==> src/rtl/pwm_breathe_multi.sv <==
// Multi-channel breathing PWM driver: one shared counter, per-channel duty that is
// fixed, triangle-ramped or sawtooth-ramped with evenly spread phase offsets.
module pwm_breathe_multi #(
    parameter int CHANNELS     = 3,
    parameter int WIDTH        = 8,
    parameter int STEP_PERIODS = 4,
    parameter bit ACTIVE_LOW   = 1'b1
) (
    input  logic                         clk,
    input  logic                         rst,
    input  logic                         en,
    input  logic [1:0]                   mode,
    input  logic [WIDTH-1:0]             duty_in,
    output logic [CHANNELS-1:0]          nled,
    output logic                         period_start,
    output logic [CHANNELS*WIDTH-1:0]    duty_out
);

    localparam int STEP_W = (STEP_PERIODS > 1) ? $clog2(STEP_PERIODS) : 1;
    localparam int OFS    = (2 ** (WIDTH + 1)) / CHANNELS;
    localparam logic [WIDTH-1:0]    CNT_MAX   = {WIDTH{1'b1}};
    localparam logic [STEP_W-1:0]   STEP_LAST = STEP_W'(STEP_PERIODS - 1);
    localparam logic [CHANNELS-1:0] NLED_OFF  = ACTIVE_LOW ? {CHANNELS{1'b1}} : {CHANNELS{1'b0}};

    logic [WIDTH-1:0]                cnt_q, cnt_d;
    logic [STEP_W-1:0]               step_q, step_d;
    logic [WIDTH:0]                  phase_q, phase_d;
    logic [CHANNELS-1:0][WIDTH-1:0]  duty_q, duty_d;
    logic [CHANNELS-1:0]             nled_q, nled_d;
    logic                            period_start_q, period_start_d;
    logic                            at_max_s;
    logic [CHANNELS-1:0]             lit_s;

    // Duty source for one channel given its own phase; upper phase half folds the triangle down.
    function automatic logic [WIDTH-1:0] duty_src(input logic [1:0] mode_v,
                                                  input logic [WIDTH-1:0] fixed_v,
                                                  input logic [WIDTH:0] p_v);
        logic [WIDTH-1:0] res;
        case (mode_v)
            2'd0:    res = {WIDTH{1'b0}};
            2'd1:    res = fixed_v;
            2'd2:    res = p_v[WIDTH] ? ~p_v[WIDTH-1:0] : p_v[WIDTH-1:0];
            2'd3:    res = p_v[WIDTH-1:0];
            default: res = {WIDTH{1'b0}};
        endcase
        return res;
    endfunction

    // Next-state: counter, ramp step/phase, per-period duty load and lit decision.
    always_comb begin
        cnt_d          = cnt_q + WIDTH'(1);
        at_max_s       = (cnt_q == CNT_MAX);
        step_d         = step_q;
        phase_d        = phase_q;
        duty_d         = duty_q;
        period_start_d = at_max_s;
        if (at_max_s) begin
            if (step_q == STEP_LAST) begin
                step_d  = {STEP_W{1'b0}};
                phase_d = phase_q + (WIDTH + 1)'(1);
            end else begin
                step_d  = step_q + STEP_W'(1);
            end
            // Duty uses the pre-increment phase so every channel steps on the same edge.
            for (int k = 0; k < CHANNELS; k++) begin
                duty_d[k] = duty_src(mode, duty_in, phase_q + (WIDTH + 1)'(k * OFS));
            end
        end else begin
            duty_d = duty_q;
        end
        for (int k = 0; k < CHANNELS; k++) begin
            lit_s[k] = (cnt_q < duty_q[k]);
        end
        nled_d = ACTIVE_LOW ? ~lit_s : lit_s;
    end

    // State registers; reset and disable both clear everything to the idle state.
    always_ff @(posedge clk) begin
        if (rst || !en) begin
            cnt_q          <= {WIDTH{1'b0}};
            step_q         <= {STEP_W{1'b0}};
            phase_q        <= {(WIDTH + 1){1'b0}};
            duty_q         <= {(CHANNELS * WIDTH){1'b0}};
            nled_q         <= NLED_OFF;
            period_start_q <= 1'b0;
        end else begin
            cnt_q          <= cnt_d;
            step_q         <= step_d;
            phase_q        <= phase_d;
            duty_q         <= duty_d;
            nled_q         <= nled_d;
            period_start_q <= period_start_d;
        end
    end

    assign nled         = nled_q;
    assign period_start = period_start_q;
    assign duty_out     = duty_q;

endmodule

==> config.mk <==
export PLATFORM = sky130hd
export DESIGN_NAME = pwm_breathe_multi
export DESIGN_NICKNAME = d
export VERILOG_FILES = /design/src/rtl/pwm_breathe_multi.sv
export SDC_FILE = /design/constraint.sdc
export NUM_CORES = 1
export LEC_CHECK = 0
export CORE_AREA = 3 3 81 83
export CTS_CLUSTER_DIAMETER = 80
export DETAILED_ROUTE_END_ITERATION = 10
export DIE_AREA = 0 0 84 86
export PLACE_DENSITY = 0.78
export SKIP_CTS_REPAIR_TIMING = 1
export SLEW_MARGIN = 5
export SYNTH_ARGS = -nofsm -noshare
export SYNTH_HDL_FRONTEND = slang
export SYNTH_SLANG_ARGS = --single-unit
==> constraint.sdc <==
create_clock -name clk -period 2.63 [get_ports clk]
set_input_delay 0.526 -clock clk [delete_from_list [all_inputs] [get_ports clk]]
set_output_delay 0.526 -clock clk [all_outputs]
set_load 0.03 [all_outputs]
==> reports/results.tsv, run 1 <==
metric	value	unit
postSynthAreaPerCell	8.33	um2
gr-max-usage-layer	met2	
required	2.87	ns
crit_type	reg2reg	
fp_nets	432	
clk_path_buf_depth	2	
fin_nets	471	
firstDrtPassIters	5	
grt_util_met2	0.423	
r2r_setup_slack	0.43	ns
drtIter0Drc	255	
startpoint	phase_q[2]	
diodes	0	
cts_tree	yes	
leakage	1.45	nW
ff_type	dfxtp_1	
setup_ws	0.433	ns
worst_slew_pin_slew	0.738	ns
cts.sinks	47	
drc_errors	0	
postLayoutCellArea	3880	um2
worst_setup_path_end_kind	register	
drive_gt1_frac	0.0972	
endpoint	duty_out[11]	
met3_usage	0.0384	
antenna_found_initial	0	
synth_seq_share	0.288	
async_reset_ff_frac	0	
cts_root_buf	clkbuf_8	
synth_warnings	0	
arrival	2.44	ns
synthTopCellsByArea	dfxtp_1 29%, ha_1 10%, xnor2_1 5.4%	
top_cell_area_share	0.288	
placed_area	3760	um2
fmax	455	MHz
fin_crit	2.20	ns
wl_per_cell	17.5	um
max-vdd-ir-drop	0.221	mV
rr_startpoint	phase_q[2]	
grt_start_max_net_pins	39	
drv_slew	0	
rsz0062_at_grt	no	
ys_chip_area	3270	um2
status	finished clean	
p_per_area	359	nW/um2
edf_count	0	
final_cells	507	
floorplan.rows	28	
worstPathMaxFanout	7	
[run 1: logic make-up (layout without fill, tap and decap cells)]
| logic type | count (synthesis) | in the layout | synth area share |
|---|---|---|---|
| XOR/XNOR | 35 | 35 | 0.0996 |
| multiplexers | 7 | 7 | 0.0257 |
| flip-flops | 47 | 47 | 0.288 |
| AND/OR/NAND/NOR | 111 | 111 | 0.167 |
| adder cells (fa/ha/maj) | 27 | 27 | 0.103 |
| buffers and inverters | 51 | 91 | 0.0739 |
| AND-OR/OR-AND | 114 | 114 | 0.242 |
[run 1: power by group]
part | internal (mW) | switching (mW)
sequential | 0.713 | 0.00277
combinational | 0.0394 | 0.0492
clock | 0.313 | 0.273
total | 1.07 | 0.325
[run 1: sequential cells by signal (all words and copies together), names as in the netlist]
register and cells:
step_q 2, phase_q 9, nled 3, cnt_q 8
duty_out 24, period_start 1
[run 1: final cells by class]
cell class	instances	area (um2)
Multi-Input combinational cell	294	2090
Fill cell	489	2040
Sequential cell	47	941
Timing Repair Buffer	59	543
Tap cell	75	93.8
Inverter	24	90.1
Clock buffer	6	82.6
Clock inverter	2	38.8
[run 1: routing by layer]
metal	wire (um)	part of all wire
met1	3880	0.44
met2	4250	0.48
met5	0	0
met3	480	0.054
met4	280	0.031
[run 1: stage by stage]
step                utilization  hold slack, ns  power [mW]
finish                    0.655           0.466        1.39
floorplan                     -           0.440       0.779
detailed placement        0.635           0.459       0.820
CTS                       0.655           0.472        1.39
global route              0.655           0.515        1.43
global placement          0.635           0.446       0.818
[run 1: cell usage in the layout, fill, tap and decap left out, drive strengths merged, types with 4 or more instances in the layout]
cell           count
dfxtp             47
clkdlybuf4s50     40
a21oi             32
nand2             31
nor2              27
ha                27
inv               24
xnor2             21
buf               19
o21ai             18
xor2              14
a221oi            12
nand3             12
nand2b            10
a21o               8
nor3               8
and3               6
a211oi             6
a31oi              6
clkbuf             6
o21a               6
mux2i              6
a211o              5
a21boi             5
or3                4
[run 1: synthesized netlist by cell type (6+ instances only)]
cell type  instances
dfxtp_1           47
xor2_1            14
nor3_1             7
a31oi_1            6
ha_1              27
and3_1             6
nand3_1           11
buf_2              8
a21o_1             7
clkbuf_1           9
a21oi_1           29
nor2_1            27
nand2_1           31
inv_1             23
a211oi_1           6
o21ai_0           17
xnor2_1           20
a221oi_1          12
nand2b_1          10
[run 1: worst max-delay path, cell delays in order (launching register included)]
cell and delay [ns]:
dfxtp_1 0.55, ha_1 0.27, a211oi_1 0.10, buf_4 0.19
nor3_1 0.38, mux2i_1 0.12, or3_1 0.34, a41oi_2 0.19
[run 1: how the worst min path moves through the flow]
stage | from | endpoint | slack [ns] | cells past startpoint
2_1_floorplan | step_q[1] | step_q[1] | 0.44 | 2
3_3_place_gp | step_q[1] | step_q[1] | 0.45 | 2
3_5_place_dp | step_q[1] | step_q[1] | 0.46 | 2
4_1_cts | step_q[1] | step_q[1] | 0.47 | 2
5_1_grt | step_q[1] | step_q[1] | 0.51 | 2
6_report | step_q[1] | step_q[1] | 0.47 | 2
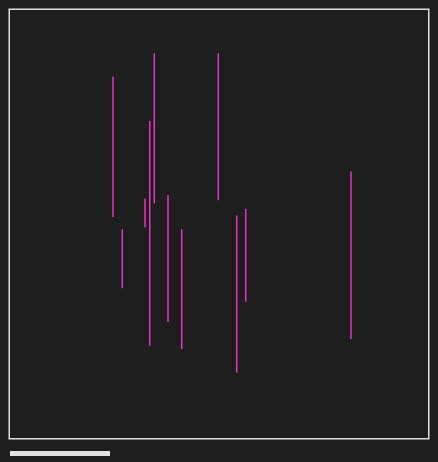
Fig. 1. The metal 4 layer (run 1).
The bar under the picture is 20 um long.
main direction: vertical
wire length on this layer: 281 um
nets with wire on the layer: 11
Vias: 3094
Post-Route WL: 8900 um

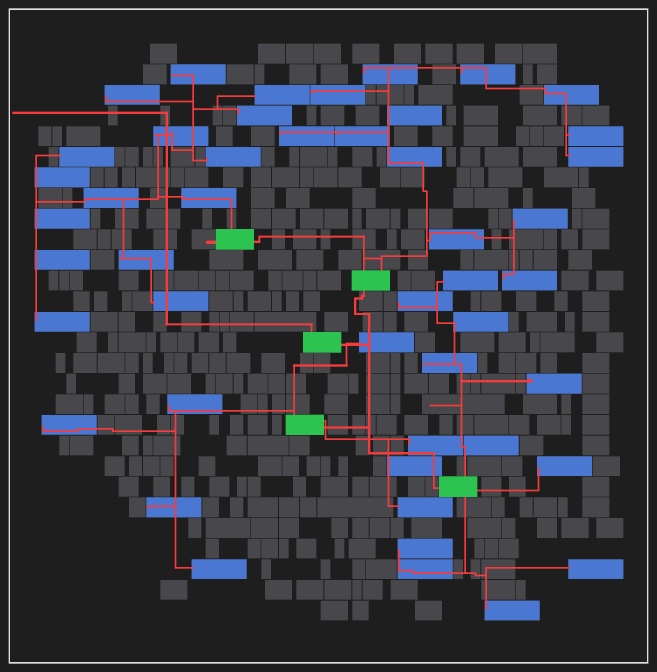
Fig. 2. Clock wires, drivers and flops (run 1).
legend:
  blue:
    item: flip-flops
    count: 47
  red:
    item: clock wires
    length: 643 um
  green:
    item: cells driving clock nets
    count: 5
routed clock nets: 6

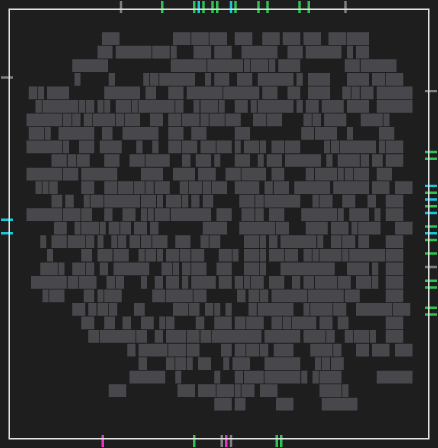
Fig. 3. Pin placement (run 1).
Pins as bars across the die edge, other pins in grey.
legend:
  cyan:
    port: duty_in
    pins: 8
    direction: input
    edge: 4 east, 2 west, 2 north
  magenta:
    port: mode
    pins: 2
    direction: input
    edge: south
  green:
    port: duty_out
    pins: 24
    direction: output
    edge: 11 east, 10 north, 3 south
Die Ht: 86 um
Port Buffers: 40
die width: 84 um

Fig. 4: run 1, the clock network
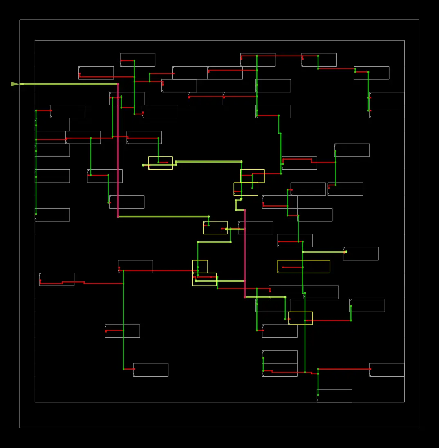

==> run 2: changes to the inputs <==
--- a/config.mk
+++ b/config.mk
@@ -5,11 +5,11 @@
 export SDC_FILE = /design/constraint.sdc
 export NUM_CORES = 1
 export LEC_CHECK = 0
-export CORE_AREA = 3 3 81 83
+export CORE_AREA = 3 3 85 87
 export CTS_CLUSTER_DIAMETER = 80
 export DETAILED_ROUTE_END_ITERATION = 10
-export DIE_AREA = 0 0 84 86
-export PLACE_DENSITY = 0.78
+export DIE_AREA = 0 0 88 90
+export PLACE_DENSITY = 0.75
 export SKIP_CTS_REPAIR_TIMING = 1
 export SLEW_MARGIN = 5
 export SYNTH_ARGS = -nofsm -noshare
==> constraint.sdc (replaced) <==
create_clock -name clk -period 2 [get_ports clk]
set_input_delay 0.4 -clock clk [delete_from_list [all_inputs] [get_ports clk]]
set_output_delay 0.4 -clock clk [all_outputs]
set_load 0.03 [all_outputs]
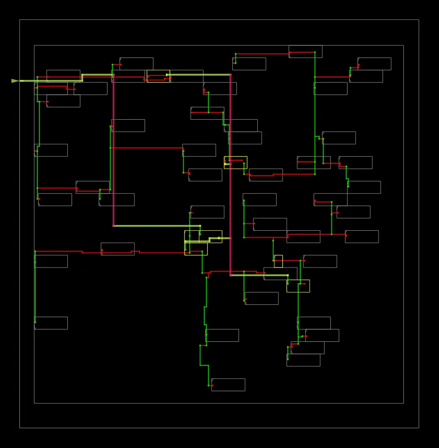
Fig. 5. The clock network (run 2).
# clock sinks: 47
clock skew: 0.00808 ns
FF+latch count: 47

==> run 2 against run 1 <==
Sequential cell count did not move. Routed wire length increased by 1.3%. Critical path type unchanged. Setup slack got worse by 0.34 ns. Worst hold slack improved by 0.012 ns. Register-to-register slack worse by 0.34 ns. Final cell count up 5.7%. Sequential share of layout area down 1.3 points. Synthesized cell count stayed put. Critical path depth fell by 1. Combinational power increased by 53%. Sequential power grew 31%. Maximum frequency is 15% higher.
==> reports/results.tsv, run 2 <==
metric	value	unit
grt_use_total	0.241	
setup_viol	0	
synth_top_cell_by_count	dfxtp_1	
place_ws	-0.116	ns
status	finished clean	
p_clk_frac	0.349	
cts_root_buf	clkbuf_8	
required	2.20	ns
p_per_area	402	nW/um2
grt_overflow	0	
warnings	28	
fin_crit	1.91	ns
clk_path_buf_depth	2	
cp_slowest_cell	or3_4	
synth-seq-cells	47	
grt_start_max_net_pins	39	
yosysUniqueCellTypes	59	
dieHeight	90	um
ff_type	dfxtp_1	
holdPathStages	2	
hold_viol_final	0	
drtIter0Drc	189	
port_buffers	40	
fmax	524	MHz
firstDrtPassIters	5	
top_cell_area_share	0.288	
rsz0062_at_grt	yes	
leakage	1.58	nW
fp_nets	432	
async_reset_ff_frac	0	
lay_top_count	dfxtp_1	
antenna_found_initial	0	
cpPeakStageDelay	0.48	ns
drc_errors	0	
path_cells	ha_1 -> nand2_1 -> or3_4 -> a21oi_2 -> o21ai_0 -> o221a_1	
vias_per_cell	5.86	
die_x	88	um
common_cells	47 x dfxtp_1, 31 x nand2_1, 29 x a21oi_1	
worstPathMaxFanout	23	
setup_ws	0.0919	ns
diodes	0	
fin_nets	499	
final_cells	536	
cts_tree	yes	
ys_chip_area	3270	um2
largest_register_ffs	24	
ys_cells	392	
numCtsBuffers	5	
floorplan.rows	29	
dp.final_hpwl	6940	um
drv_slew	0	
arrival	2.11	ns
synthTopCellsByArea	dfxtp_1 29%, ha_1 10%, xnor2_1 5.4%	
power.switching	0.408	mW
worst_slew_pin_slew	0.515	ns
edf_count	0	
lay_top_cells	46 x dfxtp_1, 44 x buf_4, 40 x clkdlybuf4s50_1	
wl_per_cell	16.8	um
netlist_area	3270	um2
max-vdd-ir-drop	0.339	mV
drive_gt1_frac	0.163	
synth_seq_share	0.288	
p_sw_frac	0.247	
postSynthAreaPerCell	8.33	um2
finalWirelength	9010	um
io_pins	41	
crit_type	reg2reg	
synth_warnings	0	
intPower	1.24	mW
p_seq_frac	0.568	
via_count	3143	
synth_cells	392	
worst_setup_path_end_kind	register	
p_comb_frac	0.082	
fin_crit_sh	0.954	
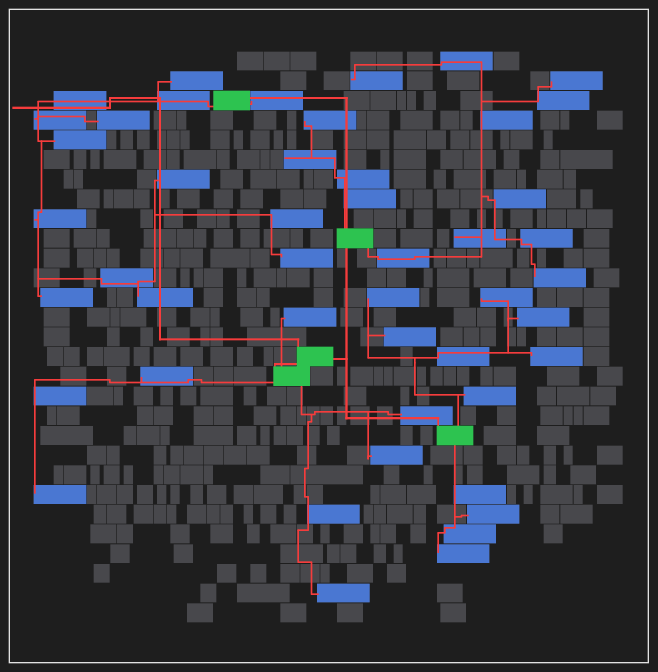
Fig. 6. Clock wires, drivers and flops (run 2).
legend:
  green:
    item: cells driving clock nets
    count: 5
  blue:
    item: flip-flops
    count: 47
  red:
    item: clock wires
    length: 635 um
routed clock nets: 6
flops lie: widely spread

[run 2: cell counts after synthesis]
Identical to the previous run, type by type.
[run 2: power groups by stage]
stage	Combinational, mW	Sequential, mW	Clock, mW
global placement	0.132	0.961	0
finish	0.136	0.939	0.577
detailed placement	0.134	0.961	0
global route	0.147	0.939	0.613
floorplan	0.0603	0.964	0
CTS	0.135	0.939	0.588
[run 2: layer usage]
layer / GRT usage / vias to the layer above / share of wire
met3: 0.0402 / 18 / 0.056
li1: - / 1525 / -
met5: 0 / - / 0
met4: 0.0793 / 0 / 0.020
met2: 0.391 / 115 / 0.48
met1: 0.321 / 1485 / 0.44
[run 2: layout make-up]
| class | instances | area [um2] |
|---|---|---|
| inverters | 24 | 90.1 |
| flip-flops and latches | 47 | 942 |
| repair buffers | 87 | 791 |
| clock inverters | 2 | 13.8 |
| clock buffers | 5 | 68.8 |
| multi-input cells | 294 | 2110 |
| well taps | 77 | 96.3 |
| fillers | 564 | 2310 |
[run 2: logic make-up (layout without fill, tap and decap cells)]
kind of cell / Yosys count / in the layout / synth area share
compound gates: 114 / 114 / 0.242
simple gates: 111 / 111 / 0.167
buf+inv: 51 / 118 / 0.0739
flops: 47 / 47 / 0.288
xor+xnor: 35 / 35 / 0.0996
fa+ha+maj: 27 / 27 / 0.103
mux: 7 / 7 / 0.0257
[run 2: final timing paths]
path	slack (ns)	endpoint	from
min reg2reg	0.48	step_q[1]	step_q[1]
min	0.48	step_q[1]	step_q[1]
max reg2reg	0.09	duty_out[12]	cnt_q[1]
max	0.09	duty_out[12]	cnt_q[1]
[run 2: worst max-delay path: cells and delay by family (launching register included)]
family                     cells  cell delay [ns]
AOI/OAI and AO/OA              3             0.66
DFF                            1             0.34
adders and majority gates      1             0.22
and+or+nand+nor                2             0.57
[run 2: per-stage QoR]
stage / hold slack, ns / total power, mW / cell area (um2) / util / setup TNS [ns]
after floorplan: 0.440 / 1.02 / 3270 / - / 0
after global placement: 0.448 / 1.09 / 4010 / 0.624 / -0.0432
after detailed placement: 0.467 / 1.09 / 4010 / 0.624 / -0.137
after CTS: 0.480 / 1.66 / 4090 / 0.637 / 0
after global routing: 0.538 / 1.70 / 4110 / 0.640 / 0
final: 0.478 / 1.65 / 4110 / 0.640 / 0
Fig. 7: run 2, pin placement
Pins as bars across the die edge, other pins in grey.
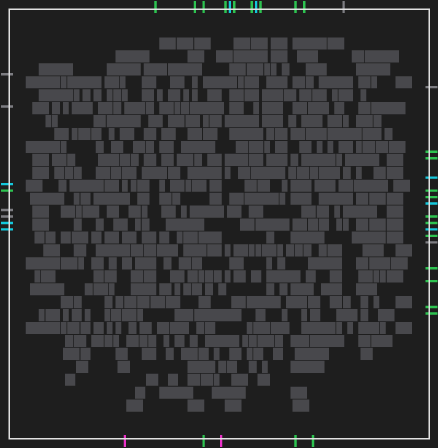

==> run 3: changes to the inputs <==
--- a/config.mk
+++ b/config.mk
@@ -11,7 +11,6 @@
 export DIE_AREA = 0 0 88 90
 export PLACE_DENSITY = 0.75
 export SKIP_CTS_REPAIR_TIMING = 1
-export SLEW_MARGIN = 5
 export SYNTH_ARGS = -nofsm -noshare
 export SYNTH_HDL_FRONTEND = slang
 export SYNTH_SLANG_ARGS = --single-unit
==> constraint.sdc (replaced) <==
create_clock -name clk -period 1.7 [get_ports clk]
set_input_delay 0.34 -clock clk [delete_from_list [all_inputs] [get_ports clk]]
set_output_delay 0.34 -clock clk [all_outputs]
set_load 0.03 [all_outputs]
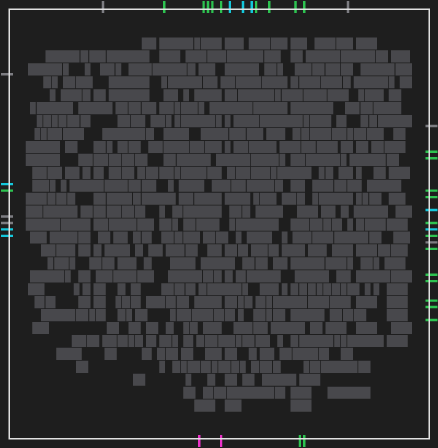
Fig. 8. Pin placement (run 3).
Pins as bars across the die edge, other pins in grey.
Die Ht: 90 um
die width: 88 um

==> run 3 against run 2 <==
The run now ends with negative setup slack left. Final cell count grew 7.3%. Sequential power up about 20%. Setup slack lost 0.41 ns. Clock skew increased by 0.0074 ns. Combinational power grew 42%. Clock power grew 22%. First-iteration DRC count increased by 50%. Die area did not move. Via count grew 13%. Global-route usage rose by 0.60 points. Critical endpoint is now duty_out[13].
==> reports/results.tsv, run 3 <==
metric	value	unit
fp_nets	432	
io_pins	41	
cts_tree	yes	
postLayoutCellArea	4830	um2
postSynthAreaPerCell	8.33	um2
crit_family	AND-OR/OR-AND gates	
arrival	2.27	ns
port_buffers	40	
setup_ws	-0.317	ns
path_cells	inv_4 -> ha_4 -> a211o_4 -> a21o_4 -> xnor2_4 -> mux2i_1 -> o221a_1	
fin_crit	2.02	ns
warnings	29	
drv_slew	0	
worstPathMaxFanout	5	
grt_start_max_net_pins	31	
rr_startpoint	phase_q[3]	
via_count	3553	
max-vdd-ir-drop	0.484	mV
skew	0.0155	ns
synth_top_cell_by_count	dfxtp_1	
cpPeakStageDelay	0.38	ns
placed_area	4250	um2
required	1.96	ns
crit_type	reg2reg	
synth-seq-cells	47	
drtIter0Drc	283	
hp-start	step_q[1]	
worst_setup_path_end_kind	register	
cp_slowest_cell	dfxtp_4	
synth_warnings	0	
fin_crit_sh	1.19	
largest_register_ffs	24	
numCtsBuffers	5	
cts_root_buf	clkbuf_8	
ys_chip_area	3270	um2
top_cell_area_share	0.288	
common_cells	47 x dfxtp_1, 31 x nand2_1, 29 x a21oi_1	
ff_type	dfxtp_1	
synth_seq_share	0.288	
startpoint	phase_q[3]	
synthTopCellsByArea	dfxtp_1 29%, ha_1 10%, xnor2_1 5.4%	
floorplan.rows	29	
netlist_area	3270	um2
synth_cells	392	
firstDrtPassIters	7	
lay_top_count	buf_4	
utilization	0.752	
rsz0062_at_grt	yes	
edf_count	0	
leakage	2.24	nW
worst_slew_pin_slew	0.530	ns
vias_per_cell	6.18	
ys_cells	392	
wl_per_cell	20.0	um
fmax	496	MHz
p_per_area	414	nW/um2
grt_use_total	0.247	
fin_nets	538	
lay_top_cells	73 x buf_4, 39 x dfxtp_1, 30 x nand2_1	
clk_path_buf_depth	2	
hold_ws	0.470	ns
place_ws	-0.294	ns
cts.sinks	47	
diodes	0	
finalWirelength	11500	um
drive_gt1_frac	0.323	
yosysUniqueCellTypes	59	
violations	negative setup slack	
drc_errors	0	
grt_overflow	0	
async_reset_ff_frac	0	
setup_viol	20	
path_buffers	1	
htree_num_levels	2	
status	complete, but fails checks	
hold_viol_final	0	
antenna_found_initial	0	
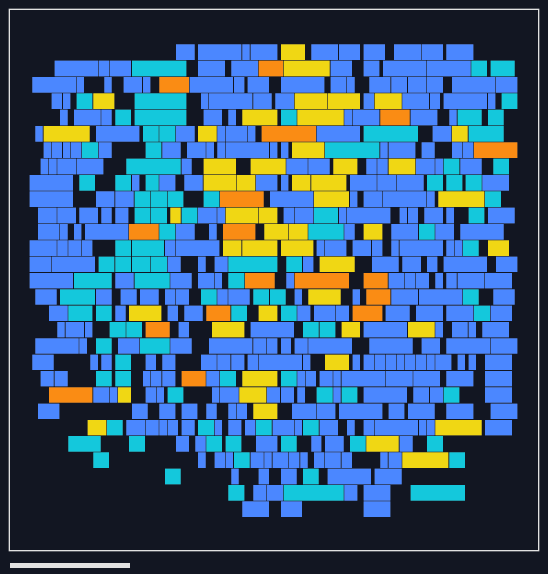
Fig. 9. Sizing map (run 3).
The bar under the picture is 20 um long.
legend:
  yellow:
    size: drive 2
    cells: 48
  orange:
    size: drive 6 and up
    cells: 17
    most_used: buf_6
  cyan:
    size: drive 3 to 4
    cells: 96
    most_used: buf_4
  blue:
    size: drive 1 or less
    cells: 337
    most_used: dfxtp_1

run 3: cell counts after synthesis:
Identical to the previous run, type by type.
run 3: cell type report:
cell class	count	area [um2]
Clock buffer	5	68.8
Sequential cell	47	956
Inverter	24	92.6
Multi-Input combinational cell	295	2410
Tap cell	77	96.3
Timing Repair Buffer	125	1190
Clock inverter	2	13.8
Fill cell	445	1590
run 3: layer usage:
layer	part of all wire	wire length, um	GRT usage	up-vias
li1	-	-	-	1602
met1	0.37	4230	0.311	1674
met2	0.49	5690	0.418	220
met3	0.090	1030	0.0393	57
met4	0.047	542	0.0882	0
met5	0	0	0	-
run 3: cells by family (layout without fill, tap and decap cells):
logic type	count (synthesis)	count (layout)	synth area share
buffers and inverters	51	156	0.0739
multiplexers	7	7	0.0257
flip-flops	47	47	0.288
adder cells (fa/ha/maj)	27	27	0.103
AND/OR/NAND/NOR	111	112	0.167
XOR/XNOR	35	35	0.0996
AND-OR/OR-AND	114	114	0.242
run 3: per-stage QoR:
| stage | total power [mW] | cells | TNS (ns) |
|---|---|---|---|
| floorplan | 1.21 | 392 | -1.29 |
| global placement | 1.29 | 557 | -4.63 |
| detailed placement | 1.30 | 557 | -5.21 |
| CTS | 1.98 | 564 | -2.98 |
| global route | 2.06 | 575 | -3.26 |
| finish | 2.00 | 575 | -2.01 |
run 3: tightest hold or removal path: stages (launching register included):
cell and delay, ns:
dfxtp_1 0.32, nand2_1 0.05, a21oi_1 0.05
run 3: path summary, 6_finish.rpt:
check                 end  slack [ns]  depth (start not counted)
max          duty_out[13]       -0.32                          7
max reg2reg  duty_out[13]       -0.32                          7
min             step_q[1]        0.47                          2
min reg2reg     step_q[1]        0.47                          2
run 3: power breakdown:
group          internal, mW  total [mW]  switching (mW)
clock network         0.283       0.705           0.422
logic                0.0892       0.193           0.104
registers              1.10        1.10         0.00250
total                  1.47        2.00           0.528
Power figures rest on the tool's default switching activity, not on a simulated workload.
